<file path="src/rtl/inst_encoder_pkg.sv">
// Shared instruction-word layout, common to the decoder and this encoder.
// Holds the field widths, the bit position of every field in the 32-bit word,
// and the op_msb threshold that selects the derived encoding.
package inst_encoder_pkg;

    localparam int WORD       = 32;
    localparam int HALF       = 16;
    localparam int REGADDR    = 4;
    localparam int ALU_OPCODE = 8;

    localparam int OP_MSB_HI   = 31;
    localparam int OP_MSB_LO   = 28;
    localparam int RD_HI       = 27;
    localparam int RD_LO       = 24;
    localparam int RS_HI       = 23;
    localparam int RS_LO       = 20;
    localparam int ISFLOAT_BIT = 19;
    localparam int SRC_BIT     = 18;
    localparam int DST_HI      = 17;
    localparam int DST_LO      = 16;
    localparam int IMM_HI      = 15;
    localparam int IMM_LO      = 0;
    localparam int OPLSB_HI    = 15;
    localparam int OPLSB_LO    = 12;

    // op_msb at or above this value, with src=1, selects the derived form
    localparam logic [3:0] OP_DERIVED_MIN = 4'd9;

endpackage

</file>
<file path="src/rtl/inst_fifo.sv">
// DEPTH x WORD synchronous FIFO holding packed instruction words.
// Ports: clk, rst (async, active high), push/push_data, pop,
//        head (word at the read pointer), level (occupied entries).
// Push into a full FIFO and pop from an empty one are ignored.
module inst_fifo
    import inst_encoder_pkg::*;
#(
    parameter int DEPTH = 4
) (
    input  logic                     clk,
    input  logic                     rst,
    input  logic                     push,
    input  logic [WORD-1:0]          push_data,
    input  logic                     pop,
    output logic [WORD-1:0]          head,
    output logic [$clog2(DEPTH):0]   level
);

    localparam int PTR_W = $clog2(DEPTH);
    localparam int LVL_W = PTR_W + 1;

    logic [WORD-1:0]  mem_q [DEPTH];
    logic [WORD-1:0]  mem_d [DEPTH];
    logic [PTR_W-1:0] wr_ptr_q, wr_ptr_d;
    logic [PTR_W-1:0] rd_ptr_q, rd_ptr_d;
    logic [LVL_W-1:0] level_q, level_d;
    logic             do_push, do_pop;

    assign do_push = push && (level_q != LVL_W'(DEPTH));
    assign do_pop  = pop && (level_q != '0);

    always_comb begin
        mem_d    = mem_q;
        wr_ptr_d = wr_ptr_q;
        rd_ptr_d = rd_ptr_q;
        level_d  = level_q;
        if (do_push) begin
            mem_d[wr_ptr_q] = push_data;
            wr_ptr_d        = wr_ptr_q + PTR_W'(1);   // DEPTH is a power of two
        end
        if (do_pop) begin
            rd_ptr_d = rd_ptr_q + PTR_W'(1);
        end
        case ({do_push, do_pop})
            2'b10:   level_d = level_q + LVL_W'(1);
            2'b01:   level_d = level_q - LVL_W'(1);
            default: level_d = level_q;
        endcase
    end

    // Storage is cleared on reset so the head reads zero out of reset.
    always_ff @(posedge clk or posedge rst) begin
        if (rst) begin
            for (int i = 0; i < DEPTH; i++) mem_q[i] <= '0;
            wr_ptr_q <= '0;
            rd_ptr_q <= '0;
            level_q  <= '0;
        end else begin
            mem_q    <= mem_d;
            wr_ptr_q <= wr_ptr_d;
            rd_ptr_q <= rd_ptr_d;
            level_q  <= level_d;
        end
    end

    assign head  = mem_q[rd_ptr_q];
    assign level = level_q;

endmodule

</file>
<file path="src/rtl/inst_encoder.sv">
// Instruction encoder: packs decoded fields into 32-bit instruction words,
// buffers them in inst_fifo and streams them to instruction memory.
// Ports:
//   clk, rst            clock, async active-high reset
//   in_*                field set with valid/ready handshake
//   base_load/base_addr load the write address
//   mem_we/addr/wdata   memory write port, mem_ready is backpressure
//   lossy_err/err_clr   sticky flag for encodings that clobbered imm bits
//   fifo_level          occupied FIFO entries
//   words_written       completed memory writes (wraps)
module inst_encoder
    import inst_encoder_pkg::*;
#(
    parameter int DEPTH  = 4,
    parameter int ADDR_W = 10
) (
    input  logic                    clk,
    input  logic                    rst,
    input  logic                    in_valid,
    output logic                    in_ready,
    input  logic [7:0]              in_opcode,
    input  logic [3:0]              in_rd,
    input  logic [3:0]              in_rs,
    input  logic                    in_isfloat,
    input  logic                    in_src,
    input  logic [1:0]              in_dst,
    input  logic [15:0]             in_imm,
    input  logic                    base_load,
    input  logic [ADDR_W-1:0]       base_addr,
    output logic                    mem_we,
    output logic [ADDR_W-1:0]       mem_addr,
    output logic [31:0]             mem_wdata,
    input  logic                    mem_ready,
    output logic                    lossy_err,
    input  logic                    err_clr,
    output logic [$clog2(DEPTH):0]  fifo_level,
    output logic [15:0]             words_written
);

    localparam int LVL_W = $clog2(DEPTH) + 1;

    logic [3:0]        op_msb, op_lsb;
    logic              derived;
    logic              lossy_hit;
    logic [WORD-1:0]   packed_word;
    logic              push, pop;

    logic [ADDR_W-1:0] mem_addr_q, mem_addr_d;
    logic [15:0]       words_written_q, words_written_d;
    logic              lossy_q, lossy_d;

    // Field packing. In the lsb-carried form op_lsb rides in imm[15:12];
    // any differing imm bits there are lost, which raises lossy_err.
    always_comb begin
        op_msb  = in_opcode[7:4];
        op_lsb  = in_opcode[3:0];
        derived = (op_msb >= OP_DERIVED_MIN) && in_src;

        packed_word                      = '0;
        packed_word[OP_MSB_HI:OP_MSB_LO] = op_msb;
        packed_word[RD_HI:RD_LO]         = in_rd;
        packed_word[RS_HI:RS_LO]         = in_rs;
        packed_word[ISFLOAT_BIT]         = in_isfloat;
        packed_word[SRC_BIT]             = in_src;
        packed_word[DST_HI:DST_LO]       = in_dst;
        packed_word[IMM_HI:IMM_LO]       = in_imm;
        lossy_hit                        = 1'b0;
        if (!derived) begin
            packed_word[OPLSB_HI:OPLSB_LO] = op_lsb;
            lossy_hit = (in_imm[OPLSB_HI:OPLSB_LO] != op_lsb);
        end
    end

    // No full-bypass: a slot freed by a pop is only visible next cycle.
    assign in_ready = (fifo_level != LVL_W'(DEPTH));
    assign mem_we   = (fifo_level != '0);
    assign push     = in_valid && in_ready;
    assign pop      = mem_we && mem_ready;

    inst_fifo #(.DEPTH(DEPTH)) u_fifo (
        .clk       (clk),
        .rst       (rst),
        .push      (push),
        .push_data (packed_word),
        .pop       (pop),
        .head      (mem_wdata),
        .level     (fifo_level)
    );

    always_comb begin
        mem_addr_d      = mem_addr_q;
        words_written_d = words_written_q;
        if (pop) begin
            mem_addr_d      = mem_addr_q + ADDR_W'(1);
            words_written_d = words_written_q + 16'd1;
        end
        // base_load overrides the increment; the popped word already used the old address
        if (base_load) mem_addr_d = base_addr;
        // a lossy push on the same edge as err_clr keeps the flag set
        lossy_d = (lossy_q && !err_clr) || (push && lossy_hit);
    end

    always_ff @(posedge clk or posedge rst) begin
        if (rst) begin
            mem_addr_q      <= '0;
            words_written_q <= '0;
            lossy_q         <= 1'b0;
        end else begin
            mem_addr_q      <= mem_addr_d;
            words_written_q <= words_written_d;
            lossy_q         <= lossy_d;
        end
    end

    assign mem_addr      = mem_addr_q;
    assign words_written = words_written_q;
    assign lossy_err     = lossy_q;

endmodule

</file>
<file path="config.mk">
export PLATFORM = sky130hd
export DESIGN_NAME = inst_encoder
export DESIGN_NICKNAME = d
export VERILOG_FILES = /design/src/rtl/inst_encoder_pkg.sv /design/src/rtl/inst_fifo.sv /design/src/rtl/inst_encoder.sv
export SDC_FILE = /design/constraint.sdc
export NUM_CORES = 1
export LEC_CHECK = 0
export ABC_AREA = 1
export CAP_MARGIN = 10
export CORE_MARGIN = 2
export CORE_UTILIZATION = 45
export DETAILED_ROUTE_END_ITERATION = 7
export GPL_ROUTABILITY_DRIVEN = 0
export PLACE_DENSITY_LB_ADDON = 0.05
export SLEW_MARGIN = 10
export SYNTH_ARGS = -nofsm -noshare
export SYNTH_HDL_FRONTEND = slang
export SYNTH_SLANG_ARGS = --single-unit
</file>
<file path="constraint.sdc">
create_clock -name clk -period 7.6 [get_ports clk]
set_input_delay 1.52 -clock clk [delete_from_list [all_inputs] [get_ports clk]]
set_output_delay 1.52 -clock clk [all_outputs]
set_load 0.05 [all_outputs]
</file>
==> notes.org, run 1 <==
* Implementation run

** Run status
- The flow ran to the end, and the final reports show no timing, DRC or antenna violations.

** Global route
- Global-route wire length before repair :: 32.95 mm
- In the global route stage, overall resource usage came out at 22.90%.
- Entering global routing, the biggest net connects 96 pins.
- The initial antenna violation count came to 0.
- After global routing the overflow that remains totals 0.
- The number of global-route vias before repair came to roughly 6400.

** Hold path
- The worst hold path passes through 2 cells.
- Worst Hold Class :: register to register
- Critical hold path startpoint :: u_fifo.mem_q[89]
- Hold path endpoint :: u_fifo.mem_q[89]

** STA
- Setup violators final :: 0
- Final setup skew :: 0.009557 ns
- Of the available clock period, the critical path in the final layout requires 58.58%.
- Max-slew check failures listed in the final report amount to 0.
- Count of endpoints failing hold in the final timing report :: 0
- After routing, the total negative slack on setup checks comes to 0 ns.
- Setup repair after global routing left no endpoint under its margin.
- The final timing report derives a shortest allowable period of 4.452 ns.
- Across all checked pins, the minimum headroom to the slew limit is roughly 23%.
- Slew at the pin with the worst max-slew slack :: 1.155 ns
- Timing-limited maximum frequency :: 224.6 MHz

** Die
- Area of the die :: 0.01848 mm^2
- Starting density of the core :: 45.60%
- The vertical die dimension reported for this design is 135.9 um.
- Width of the die :: between 100 and 150 um
- Num rows :: 48
- Boundary Pins :: 116

** Clock network
- TritonCTS created 17 clock buffers.
- Buffers inserted during post-CTS setup optimization :: 0
- Clk_lat worst skew :: 0.43 ns
- The number of hold buffers added after CTS was 0.
- H-tree levels :: 4
- Clock tree from TritonCTS :: done
- CTS Sinks :: ~160
- CTS Root Buffer Type :: clkbuf_16
- Max Buffers Root-to-Sink :: 2
- Clock transition at the registers of the reported paths :: 0.06 ns
- Gates resized, CTS repair :: 0

** Layout
- Number of nets at the end of the flow :: 1129
- Proportion of layout cells with a drive suffix above 1 :: 5.545%
- Final antenna diode count :: 0
- Signed area change from the synthesized netlist to the final layout :: 22.08%

** Synthesis
- Dividing the synthesized area by the synthesized cell count gives 8.001 um^2.
- After synthesis, the chip area reported by Yosys is 0.007833 mm^2.
- The number of nets handed over by synthesis was about 1000.
- Yosys cell count :: 979
- For this run, the register share of the synthesized area comes to 51.76%.
- Distinct cell type count after synthesis :: 29
- Synth Register Bits :: 162
- In this run the cell area of the synthesized design comes to 0.007833 mm^2.
- Warnings from Yosys :: 0
- Synthesis produced 979 cells.

** Critical path
- Length in cells of the worst reg-to-reg path :: 10
- Stage delay of the slowest cell on the critical path :: 0.85 ns
- CP cell instances :: inv_1, o21ai_0, o22ai_1, clkdlybuf4s50_1
- Across all register-to-register paths, the minimum setup slack is 5.17 ns.
- Tracing the worst setup path back leads to its startpoint at u_fifo.rd_ptr_q[1].
- OpenSTA lists the critical path endpoint as mem_wdata[25].
- Walking the critical path from launch to capture passes 4 cell instances.
- STA lists the endpoint of the worst register-to-register path as u_fifo.level[2].
- For this design, the slowest cell found on the critical path is clkdlybuf4s50_1.
- At the worst endpoint, the arrival time is 2.93 ns.
- Startpoint of the lowest-slack register-to-register path :: u_fifo.level[2]
- Critical Path End Type :: primary output
- Maximum net fanout on the critical path :: 32
- Data required time of the worst path :: 6.08 ns
- The critical path is of the register to primary output type.
- Crit path buffers/inverters :: 2
- STA classifies the critical path startpoint as a register.
- Broken down by cell family, the worst path's largest delay share belongs to buffers and inverters.

** Routing
- Via-to-Cell Ratio :: 5.090
- Summing over every cut layer, the via total after detailed routing is 6653.
- Antenna violation net count after detailed routing :: 0
- After detailed routing, the average wire length per cell comes to 15.24 um.
- Remaining design rule violation count :: 0
- Summed over all layers, the routed wires come to 19.92 mm.
- The first detailed-routing pass ran for 4 iterations.
- Starting DRC count in detailed routing :: 352

** Pwr
- Sequential cells burn 30.6% of the power.
- Looking at the power breakdown, the clock network takes 18.7% of the total.
- The net switching power in the latest report is 0.002214 W.
- Power density over the cells :: 497.8 mW/mm^2
- Largest vdd supply drop :: roughly 0.00028 V
- Of the total power, the share spent switching nets is 46.51%.
- Total power consumption of the routed design :: around 0.0048 W
- The share of total power dissipated in combinational logic is 50.7%.
- Summed over all cells, the static leakage comes to 4.679 nW.
- Internal portion of total power :: 0.002546 W

** Flow run
- Number of maximum-capacitance constraint violations :: 0
- The stage logs contain a warning count of 29.

** Placed design
- In this run the tool buffered the top-level ports with roughly 120 buffer cells.
- Estimated wirelength of the detail-placed design :: between 10 and 15 mm
run 1: per-layer routing:
layer	wire length [um]	part of all wire, %	up-vias	GRT usage, %
met5	0	0	-	0
met4	236	1.2	0	6.713
met3	1057	5.3	21	5.295
met2	9403	47	167	36.67
met1	9222	46	3183	31.20
li1	-	-	3282	-
run 1: registers in the layout, indices dropped and copies added (netlist names):
name and flops:
u_fifo.mem_q 128, words_written 16, mem_addr 10, u_fifo.level 3, u_fifo.rd_ptr_q 2, u_fifo.wr_ptr_q 2
lossy_err 1
run 1: synth_stat cells, drive strengths merged:
master  count  area, um^2
nand3b      2       15.01
nor3        3       20.02
o22ai      33       206.5
nand4       6       37.54
ha          7       87.58
dfrtp     162        4054
clkbuf     19       71.32
inv        42       162.7
nand2     442        1712
nand3      20       105.1
fa          1       20.02
xnor2       7       61.31
nor2       92       360.3
a21oi       1       5.000
buf        28       266.5
xor2       12       105.1
o21ai      98       513.0
o211ai      4       30.03
run 1: cell usage in the layout (no fill, tap or decap), types with 3 or more instances in the layout:
master / instances
nand2_1: 433
dfrtp_1: 161
clkdlybuf4s50_1: 115
o21ai_0: 92
nor2_1: 88
inv_1: 34
o22ai_1: 33
nand3_1: 19
clkbuf_16: 17
xor2_1: 12
xnor2_1: 7
ha_1: 7
clkbuf_8: 7
inv_2: 6
nand4_1: 6
nand2_4: 6
o21ai_2: 6
clkbuf_1: 5
o211ai_1: 4
nand2_2: 3
nor2_2: 3
buf_4: 3
run 1: power groups by stage:
stage	registers (W)	logic, W	clock network [W]
floorplan	0.00157	0.00162	0
global placement	0.00147	0.00240	0
detailed placement	0.00146	0.00242	0
CTS	0.00145	0.00243	0.000902
global route	0.00151	0.00263	0.000939
finish	0.00146	0.00241	0.000888
run 1: stage by stage:
step | instances | worst slack [ns] | hold WS, ns | cell area, um^2 | util, %
2_1_floorplan | 979 | 1.703 | 0.4436 | 7833 | -
3_3_place_gp | 1275 | 3.610 | 0.4561 | 8956 | 52.14
4_1_cts | 1307 | 3.075 | 0.4757 | 9562 | 55.67
3_5_place_dp | 1275 | 3.533 | 0.4598 | 8956 | 52.14
6_report | 1307 | 3.148 | 0.4694 | 9562 | 55.67
5_1_grt | 1307 | 2.905 | 0.4897 | 9562 | 55.67
run 1: worst register-to-register path, delay by kind of cell (launching register included):
kind                     cells  cell delay, ns
AND-OR/OR-AND                2            0.26
XOR/XNOR                     1            0.16
adder cells (fa/ha/maj)      2            0.59
buffers and inverters        3            0.57
flip-flops                   1            0.41
AND/OR/NAND/NOR              2            0.31
run 1: cell families after synthesis:
kind of cell	after synthesis	share of synthesized area (%)
AND-OR/OR-AND	136	9.633
XOR/XNOR	19	2.125
adder cells (fa/ha/maj)	8	1.374
buffers and inverters	89	6.390
flip-flops	162	51.76
AND/OR/NAND/NOR	565	28.72
run 1: final cells by class:
class                      count  area [um^2]
fill                        1699         7615
sequential                   162         4055
multi-input combinational    728         3278
timing repair buffer         118         1174
clock buffer                  29        540.5
tap                          225        281.5
inverter                      42        167.7
clock inverter                 3        65.06
Figure 1. Clock network drawn from the DEF (run 1).
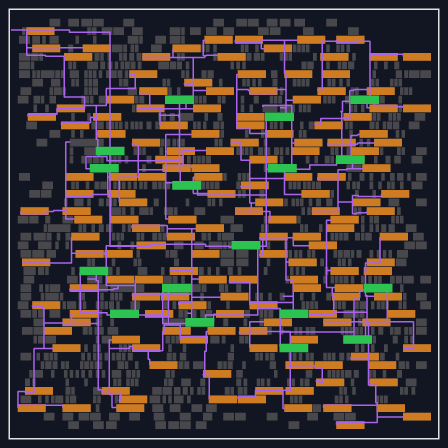
- flip-flops: orange (count 162)
- clock wires: purple (length 2220 um)
- cells driving clock nets: green (count 17)
- routed clock nets: 18
- flops lie: all over the die

Figure 2. Placement by cell class (run 1).
Scale bar: 50 um.
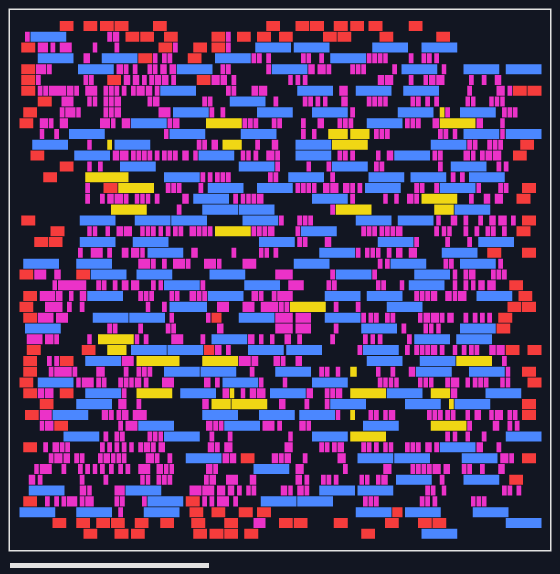
- all other logic: magenta (cells 770)
- flip-flops: blue (cells 162)
- clock drivers and dummy loads: yellow (cells 32)
- other buffers and delay cells: red (cells 118)

Figure 3. Signal wires by layer (run 1).
Scale bar: 50 um. Two of the layers only.
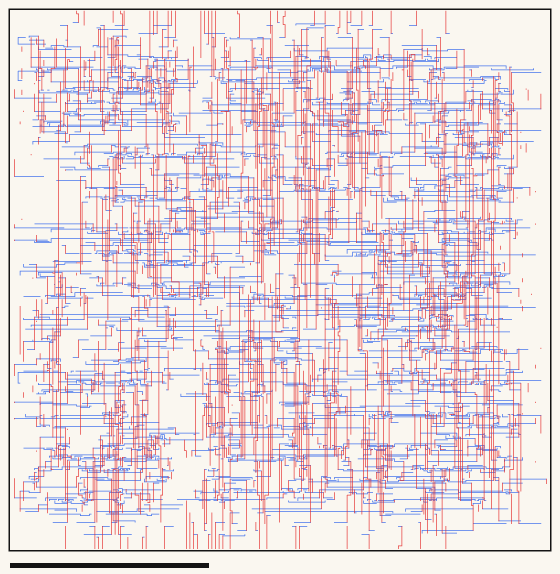
- met2: red (wire length 9400 um)
- met1: blue (wire length 9220 um)

Figure 4. Placed standard cells (run 1).
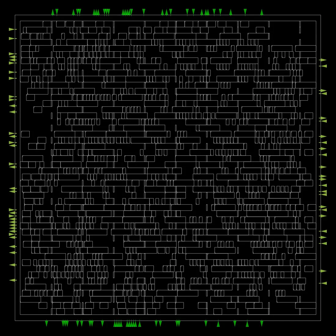
registers: 162
core area: 0.01718 mm^2

--- run 2 (diff from run 1) ---
- clock period: 7.6 -> 3.9 ns (I/O delays scaled with it)
==> notes.org, run 2 <==
* Implementation run

** Global route
- Recorded from the global router log, the overflow total was 0.
- Global routing used 23.21% of the available tracks.
- The initial antenna violation count came to 0.
- The first global-routing pass estimated between 30 and 40 mm of wire.
- Largest net degree at the start of global routing :: approximately 160
- The number of global-route vias before repair is 6358.

** Synthesis
- The most common cell in the synthesized netlist is nand2_1.
- Yosys cell count :: 979
- Yosys printed 0 warnings.
- Number of enable-type register cells in the synthesized netlist :: 0
- Sorting the Yosys area breakdown by cell type puts at the top dfrtp_1.
- Synth Register Bits :: 162
- Per-instance average area after synthesis :: approximately 8.0 um^2
- Total cell area reported by yosys after synthesis :: between 0.007 and 0.008 mm^2
- Yosys attributes the largest share of cell area to dfrtp_1 52%, nand2_1 21%, o21ai_0 5.9%.
- Most used DFF post-synth :: dfrtp_1
- Combined area of all synthesized cells :: 0.007833 mm^2
- The top cell type by area accounts for 51.76% of the synthesized area.
- Seq share, synth :: around 52%
- Distinct cell type count after synthesis :: 29
- Per the synth stats, the proportion of register bits with asynchronous set or reset is 100.0%.
- Per the post-synthesis report, the number of cells in the design is 979.
- Leading cell types by count after synthesis :: 433 x nand2_1, 162 x dfrtp_1, 92 x o21ai_0
- Post-Syn Nets :: 1039

** Clock network
- After clock tree synthesis, the setup repair step added 0 buffers.
- The report puts the hold buffer count at CTS at 0.
- Number of buffers created by CTS :: 17
- The H-tree generated during clock tree synthesis spans 4 levels.
- CTS Sinks :: 162
- Clock transition at the registers of the reported paths :: approximately 0.060 ns
- Clk_lat worst skew :: between 0.4 and 0.5 ns
- Max Buffers Root-to-Sink :: 2
- Post-CTS repair changed the size of 0 cells.
- The cell sitting at the root of the clock tree is a clkbuf_16.
- TritonCTS built the clock tree.

** Routing
- Router iterations before antenna repair :: 5
- In this run, the number of DRC markers left after iteration 0 of detailed routing was 495.
- Antenna violation net count after detailed routing :: 0
- Remaining design rule violation count :: 0
- Final WL :: about 20 mm
- The detailed router placed 6629 vias in this run.
- Via-to-Cell Ratio :: approximately 5.1
- Average wire per cell in the routed design :: 15.52 um

** Layout
- The post-route netlist has 8.203% of its cells at a drive strength greater than 1.
- Most common logic cell in the routed design :: nand2_1
- Largest reg by FF count :: u_fifo.mem_q
- Final Util :: 55.19%
- Max FFs per register :: 128
- The area growth from synthesis to layout is 21.02%.
- Number of nets at the end of the flow :: 1132
- Fill cells in the final layout number 1671.
- Final antenna diode count :: 0
- Leaving out fill and tap cells, the most frequent cells in the layout are 433 x nand2_1, 161 x dfrtp_1, 92 x o21ai_0, 91 x clkdlybuf4s50_1, 88 x nor2_1.

** STA
- Final setup skew :: 0.008447 ns
- In the final report, the number of endpoints failing setup comes to 0.
- Total negative slack :: 0 ns
- The transition time recorded at the tightest slew-check pin is 0.8583 ns.
- The worst path in the final design needs a cycle of 3.512 ns, including I/O delays and setup.
- Post-route period utilization is reported as 90.04%.
- Setup repair after global routing missed its margin :: false
- Derived from the worst setup path, the maximum achievable clock frequency is 284.8 MHz.
- Pins over their slew limit in the final report were tallied at 0.
- Count of endpoints failing hold in the final timing report :: 0
- Slew Limit Headroom :: 42.78%

** Critical path
- Max fanout on the critical path was recorded as 30.
- The critical path is of the register to primary output type.
- Stage delay of the slowest cell on the critical path :: 0.85 ns
- The worst setup path is captured at a primary output.
- Sort of element at the start of the critical path :: register
- The OpenROAD report gives the critical path a required time of 3.12 ns.
- Crit path arrival time :: ~2.7 ns
- R2r setup slk :: 1.58 ns
- Traced cell by cell, the critical path runs through inv_2, o21ai_0, o22ai_1, clkdlybuf4s50_1.
- Cell with the largest stage delay on the worst path :: clkdlybuf4s50_1

** Run status
- Outcome :: complete, no violations

** Die
- Area of the die :: 0.01848 mm^2
- Height of the die :: 135.9 um
- Starting density of the core :: 45.60%
- Core area :: between 0.015 and 0.02 mm^2
- The floorplan report gives the top-level pin count as 116.
- Width of the die :: 135.9 um

** Flow run
- The tool flagged a number of max-cap violations equal to 0.
- Tool Warnings :: 31

** Pwr
- The leakage power in the latest report is 4.698 nW.
- In this run the VDD rail shows a maximum IR drop of 0.0006016 V.
- Power density over the cells :: around 960 mW/mm^2

** Hold path
- Note that the worst hold path type here is register to register.

** Placed design
- Estimated wirelength of the detail-placed design :: approximately 12 mm
- PortBufs :: about 120
-- run 2: path summary, 6_finish.rpt --
| path | startpoint | to | depth (start not counted) |
|---|---|---|---|
| worst max-delay path | u_fifo.rd_ptr_q[0] | mem_wdata[10] | 4 |
| worst min-delay path | u_fifo.mem_q[89] | u_fifo.mem_q[89] | 2 |
| worst max register to register | u_fifo.level[2] | u_fifo.level[2] | 10 |
| worst min register to register | u_fifo.mem_q[89] | u_fifo.mem_q[89] | 2 |
| max in group asynchronous | rst | u_fifo.rd_ptr_q[0] | 3 |
| min in group asynchronous | rst | u_fifo.mem_q[108] | 3 |
-- run 2: per-stage QoR --
stage / hold slack [ns] / area, um^2 / worst slack, ns / power [W] / cells
6_report: 0.4734 / 9479 / 0.3885 / 0.009083 / 1310
5_1_grt: 0.4874 / 9479 / 0.2093 / 0.009690 / 1310
4_1_cts: 0.4762 / 9479 / 0.3861 / 0.009145 / 1310
3_5_place_dp: 0.4598 / 8930 / 0.8359 / 0.007548 / 1278
3_3_place_gp: 0.4563 / 8930 / 0.8955 / 0.007489 / 1278
2_1_floorplan: 0.4436 / 7836 / 1.063 / 0.006207 / 979
-- run 2: layout make-up --
cell class	count	area, um^2	area share [%]
flip-flops and latches	162	4055	42.78
multi-input cells	728	3278	34.58
repair buffers	121	1149	12.12
clock buffers	22	464.2	4.897
well taps	225	281.5	2.970
inverters	42	166.4	1.756
clock inverters	10	85.08	0.8976
-- run 2: where the power goes --
part	internal, W	total, W	switching (W)	leakage, nW
combinational	0.00142	0.00462	0.00320	2.40
clock	0.000907	0.00157	0.000658	0.273
sequential	0.00240	0.00289	0.000491	2.03
-- run 2: worst max-delay path, delay by kind of cell (launching register included) --
| family | cells | cell delay, ns |
|---|---|---|
| buf+inv | 2 | 1.31 |
| flops | 1 | 0.60 |
| compound gates | 2 | 0.40 |
-- run 2: layer usage --
| layer | track usage, % | wire length, um |
|---|---|---|
| met1 | 32.49 | 9693 |
| met2 | 37.01 | 9530 |
| met3 | 4.474 | 875 |
| met4 | 6.481 | 238 |
| met5 | 0 | 0 |
-- run 2: kinds of logic after synthesis --
group | count (synthesis) | share of synthesized area, %
buf+inv | 89 | 6.390
simple gates | 565 | 28.72
xor+xnor | 19 | 2.125
compound gates | 136 | 9.633
fa+ha+maj | 8 | 1.374
flops | 162 | 51.76
Figure 5. Placed standard cells (run 2).
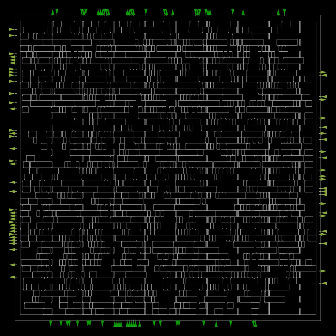
num tapcells: 225
num rows: 48

Figure 6. Placement by cell class (run 2).
Scale bar: 50 um.
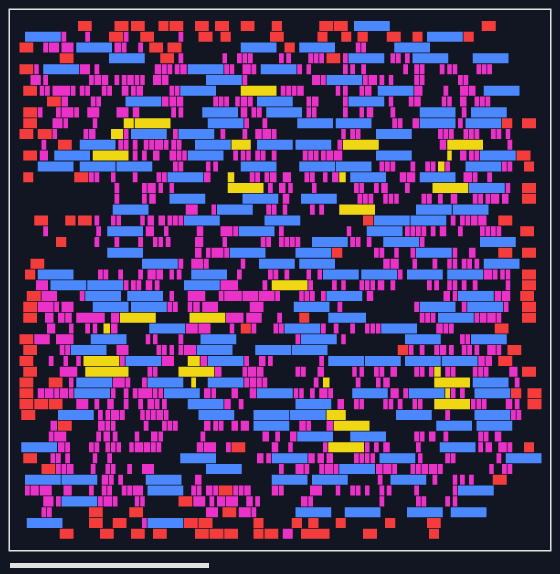
- other buffers and delay cells: red (cells 121)
- flip-flops: blue (cells 162)
- clock drivers and dummy loads: yellow (cells 32)
- all other logic: magenta (cells 770)

--- run 3 (diff from run 2) ---
- CTS_CLUSTER_SIZE: default -> 30
==> notes.org, run 3 <==
* Implementation run

** Routing
- Remaining design rule violation count :: 0
- Dividing the detail-routed wire length by the instance count gives 15.52 um.
- Via-to-Cell Ratio :: 5.060
- Starting DRC count in detailed routing :: between 400 and 500
- Final WL :: ~20 mm
- In the log, the iteration count for the first detailed-route pass is 5.
- Antenna violation net count after detailed routing :: 0
- Per the detail_route report, the via count comes to around 6600.

** Die
- The floorplan step set the die width to 135.9 um.
- Starting density of the core :: 45.60%
- Core area :: 0.01718 mm^2
- Boundary Pins :: about 120
- Num rows :: 48
- Area of the die :: 0.01848 mm^2
- Height of the die :: 135.9 um

** STA
- Per the finish-stage timing summary, setup violations number 0.
- Pins Over Slew Limit :: 0
- Setup repair after global routing missed its margin :: false
- For the pin with the worst max-slew slack, the measured transition is 0.8583 ns.
- On the final layout, the worst hold slack is 0.4734 ns.
- Slew Limit Headroom :: about 43%
- The final hold violation count recorded for this run is 0.
- Timing would allow up to around 280 MHz.
- Final setup skew :: 0.008447 ns
- The final timing report derives a shortest allowable period of 3.512 ns.
- Dividing the final minimum period by the clock period gives 90.04%.
- Total negative slack :: 0 ns

** Layout
- Count of non-filler cells in the finished layout :: 1310
- The number of antenna diodes in the final layout is 0.
- Leaving out fill and tap cells, the most frequent cells in the layout are 433 x nand2_1, 161 x dfrtp_1, 92 x o21ai_0, 91 x clkdlybuf4s50_1, 88 x nor2_1.
- Post-Layout Inst Area :: ~0.0095 mm^2
- Final Util :: 55.19%
- The area growth from synthesis to layout is 21.02%.
- Most common logic cell in the routed design :: nand2_1
- Max FFs per register :: between 100 and 150
- Number of nets at the end of the flow :: 1132
- Of the cells placed in the final design, the portion with a size suffix greater than 1 is 8.203%.
- u_fifo.mem_q holds more flip-flops than any other register.

** Synthesis
- Biggest area cells :: dfrtp_1 52%, nand2_1 21%, o21ai_0 5.9%
- The cell area that synthesis handed to floorplanning was 0.007833 mm^2.
- Leading cell types by count after synthesis :: 433 x nand2_1, 162 x dfrtp_1, 92 x o21ai_0
- Post-Syn Instances :: 979
- Post-synth the commonest register cell is dfrtp_1.
- Synth Register Bits :: around 160
- Averaged over all synthesized cells, the footprint is ~8 um^2.
- Per the post-synthesis report, the nets total approximately 1000.
- Largest area contributor in the synthesized netlist :: dfrtp_1
- Yosys mapped a number of flops with a built-in enable equal to 0.
- Summed over its instances, the top area cell type makes up about half of the synthesized netlist area.
- Warnings from Yosys :: 0
- In the post-synthesis netlist, the cell with the most instances is nand2_1.
- Total cell area reported by yosys after synthesis :: about 0.0078 mm^2
- Async S/R FF share, synth :: 100.0%
- Sequential cells were found to cover 51.76% of the synthesized design area.
- In the Yosys report the total cell count is 979.
- Synthesis instantiated 29 different standard cells from the library.

** Clock network
- After clock tree synthesis, the repair step resized 0 gates.
- Hold bufs inserted after CTS :: 0
- H-tree levels :: 4
- The root buffer cell chosen for the clock tree is clkbuf_16.
- Buffers inserted during post-CTS setup optimization :: 0
- No sink is reached through more buffers than the 2 on the longest clock path.
- Number of buffers created by CTS :: 17
- For reference, the clock transition at the flip-flops on the worst setup and hold paths is ~0.060 ns.
- According to the CTS report, the clock sink count is 162.
- Clk_lat worst skew :: roughly 0.42 ns
- TritonCTS built the clock tree.

** Pwr
- Sequential cells burn 31.9% of the power.
- Power density over the cells :: 958.2 mW/mm^2
- In this run the power spent charging and discharging nets is 0.004349 W.
- Fraction of power consumed by the clock network :: 17.2%
- Sw Ratio :: 47.88%
- Internal portion of total power :: 0.004734 W
- Comb pwr share :: between 50% and 60%
- Lkg Pwr :: around 4.7 nW
- The worst-case IR drop observed on VDD is around 0.0006 V.

** Global route
- Entering global routing, the biggest net connects roughly 160 pins.
- The number of global-route vias before repair came to 6358.
- The global routing report lists combined usage of all routing layers as 23.21%.
- The first global-routing pass estimated approximately 33 mm of wire.
- Overflow left after global routing :: 0
- Number of antenna violations at the first check in global routing :: 0

** Flow run
- The tool warning count for the run is 31.
- Number of maximum-capacitance constraint violations :: 0

** Critical path
- STA classifies the critical path endpoint as a primary output.
- The worst register-to-register path depth is 10.
- Startpoint of the lowest-slack register-to-register path :: u_fifo.level[2]
- The required time at the worst endpoint is listed as ~3.1 ns.
- Maximum net fanout on the critical path :: 30
- Sort of element at the start of the critical path :: register
- Data arrives at the worst endpoint at 2.73 ns.
- STA lists the endpoint of the worst register-to-register path as u_fifo.level[2].
- R2r setup slk :: 1.58 ns
- Critical path start-end classification :: register to primary output
- Per STA, the startpoint of the critical path is u_fifo.rd_ptr_q[0].
- According to the timing report, the critical path is captured at mem_wdata[10].

** Run status
- The flow ran to the end, and the final reports show no timing, DRC or antenna violations.

** Hold path
- Worst Hold Class :: register to register

** Placed design
- Estimated wirelength of the detail-placed design :: 12.28 mm
- PortBufs :: 115
- Per the detailed placement report, the placed cell area equals 0.008930 mm^2.
- Cells after DPL :: 1278
run 3: cell counts in the layout (fill, tap and decap cells not counted):
No cell type changed its count.
run 3: area by class of cell:
| class | instances | area [um^2] |
|---|---|---|
| fill | 1671 | 7697 |
| sequential | 162 | 4055 |
| multi-input combinational | 728 | 3278 |
| timing repair buffer | 121 | 1149 |
| clock buffer | 22 | 464.2 |
| tap | 225 | 281.5 |
| inverter | 42 | 166.4 |
| clock inverter | 10 | 85.08 |
run 3: power by group through the flow:
stage / clock (W) / sequential [W] / combinational [W]
detailed placement: 0 / 0.00290 / 0.00465
finish: 0.00157 / 0.00289 / 0.00462
floorplan: 0 / 0.00306 / 0.00315
global route: 0.00166 / 0.00299 / 0.00504
CTS: 0.00160 / 0.00289 / 0.00466
global placement: 0 / 0.00290 / 0.00459
run 3: worst max-delay path, stage by stage (launching register included):
cell and delay, ns:
dfrtp_2 0.60, inv_2 0.46, o21ai_0 0.16, o22ai_1 0.24, clkdlybuf4s50_1 0.85
run 3: worst min path at each step:
stage / from / endpoint / slack [ns] / depth (start not counted)
global placement: u_fifo.mem_q[90] / u_fifo.mem_q[90] / 0.46 / 2
finish: u_fifo.mem_q[89] / u_fifo.mem_q[89] / 0.47 / 2
floorplan: u_fifo.mem_q[48] / u_fifo.mem_q[48] / 0.44 / 2
global route: u_fifo.mem_q[43] / u_fifo.mem_q[43] / 0.49 / 2
detailed placement: u_fifo.mem_q[43] / u_fifo.mem_q[43] / 0.46 / 2
CTS: u_fifo.mem_q[43] / u_fifo.mem_q[43] / 0.48 / 2
run 3: cell families (layout without fill, tap and decap cells):
family,after synthesis,count (layout),share of synthesized area [%]
and+or+nand+nor,565,565,28.72
DFF,162,162,51.76
AOI/OAI and AO/OA,136,136,9.633
buffers and inverters,89,195,6.390
xor gates and xnor gates,19,19,2.125
adders and majority gates,8,8,1.374
run 3: per-stage QoR:
| step | power, W | setup WS [ns] |
|---|---|---|
| after floorplan | 0.006207 | 1.063 |
| after CTS | 0.009145 | 0.3861 |
| final | 0.009083 | 0.3885 |
| after global placement | 0.007489 | 0.8955 |
| after detailed placement | 0.007548 | 0.8359 |
| after global routing | 0.009690 | 0.2093 |
run 3: routing by layer:
layer / wire, um / vias to the layer above / track usage (%)
met1: 9693 / 3160 / 32.49
met4: 238 / 0 / 6.481
li1: - / 3290 / -
met3: 875 / 18 / 4.474
met2: 9530 / 161 / 37.01
met5: 0 / - / 0
Figure 7. Signal wires by layer (run 3).
Scale bar: 50 um. Two of the layers only.
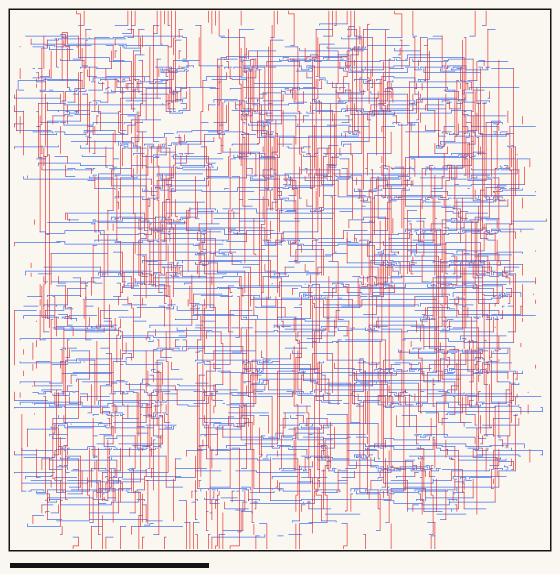
- met2: red (wire length 9530 um)
- met1: blue (wire length 9690 um)

Figure 8. Clock network drawn from the DEF (run 3).
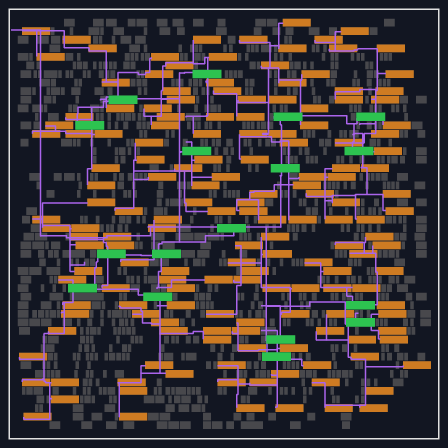
- clock wires: purple (length 2000 um)
- cells driving clock nets: green (count 17)
- flip-flops: orange (count 162)
- routed clock nets: 18

No activity file was given, so power comes from the tool's default toggle rates.
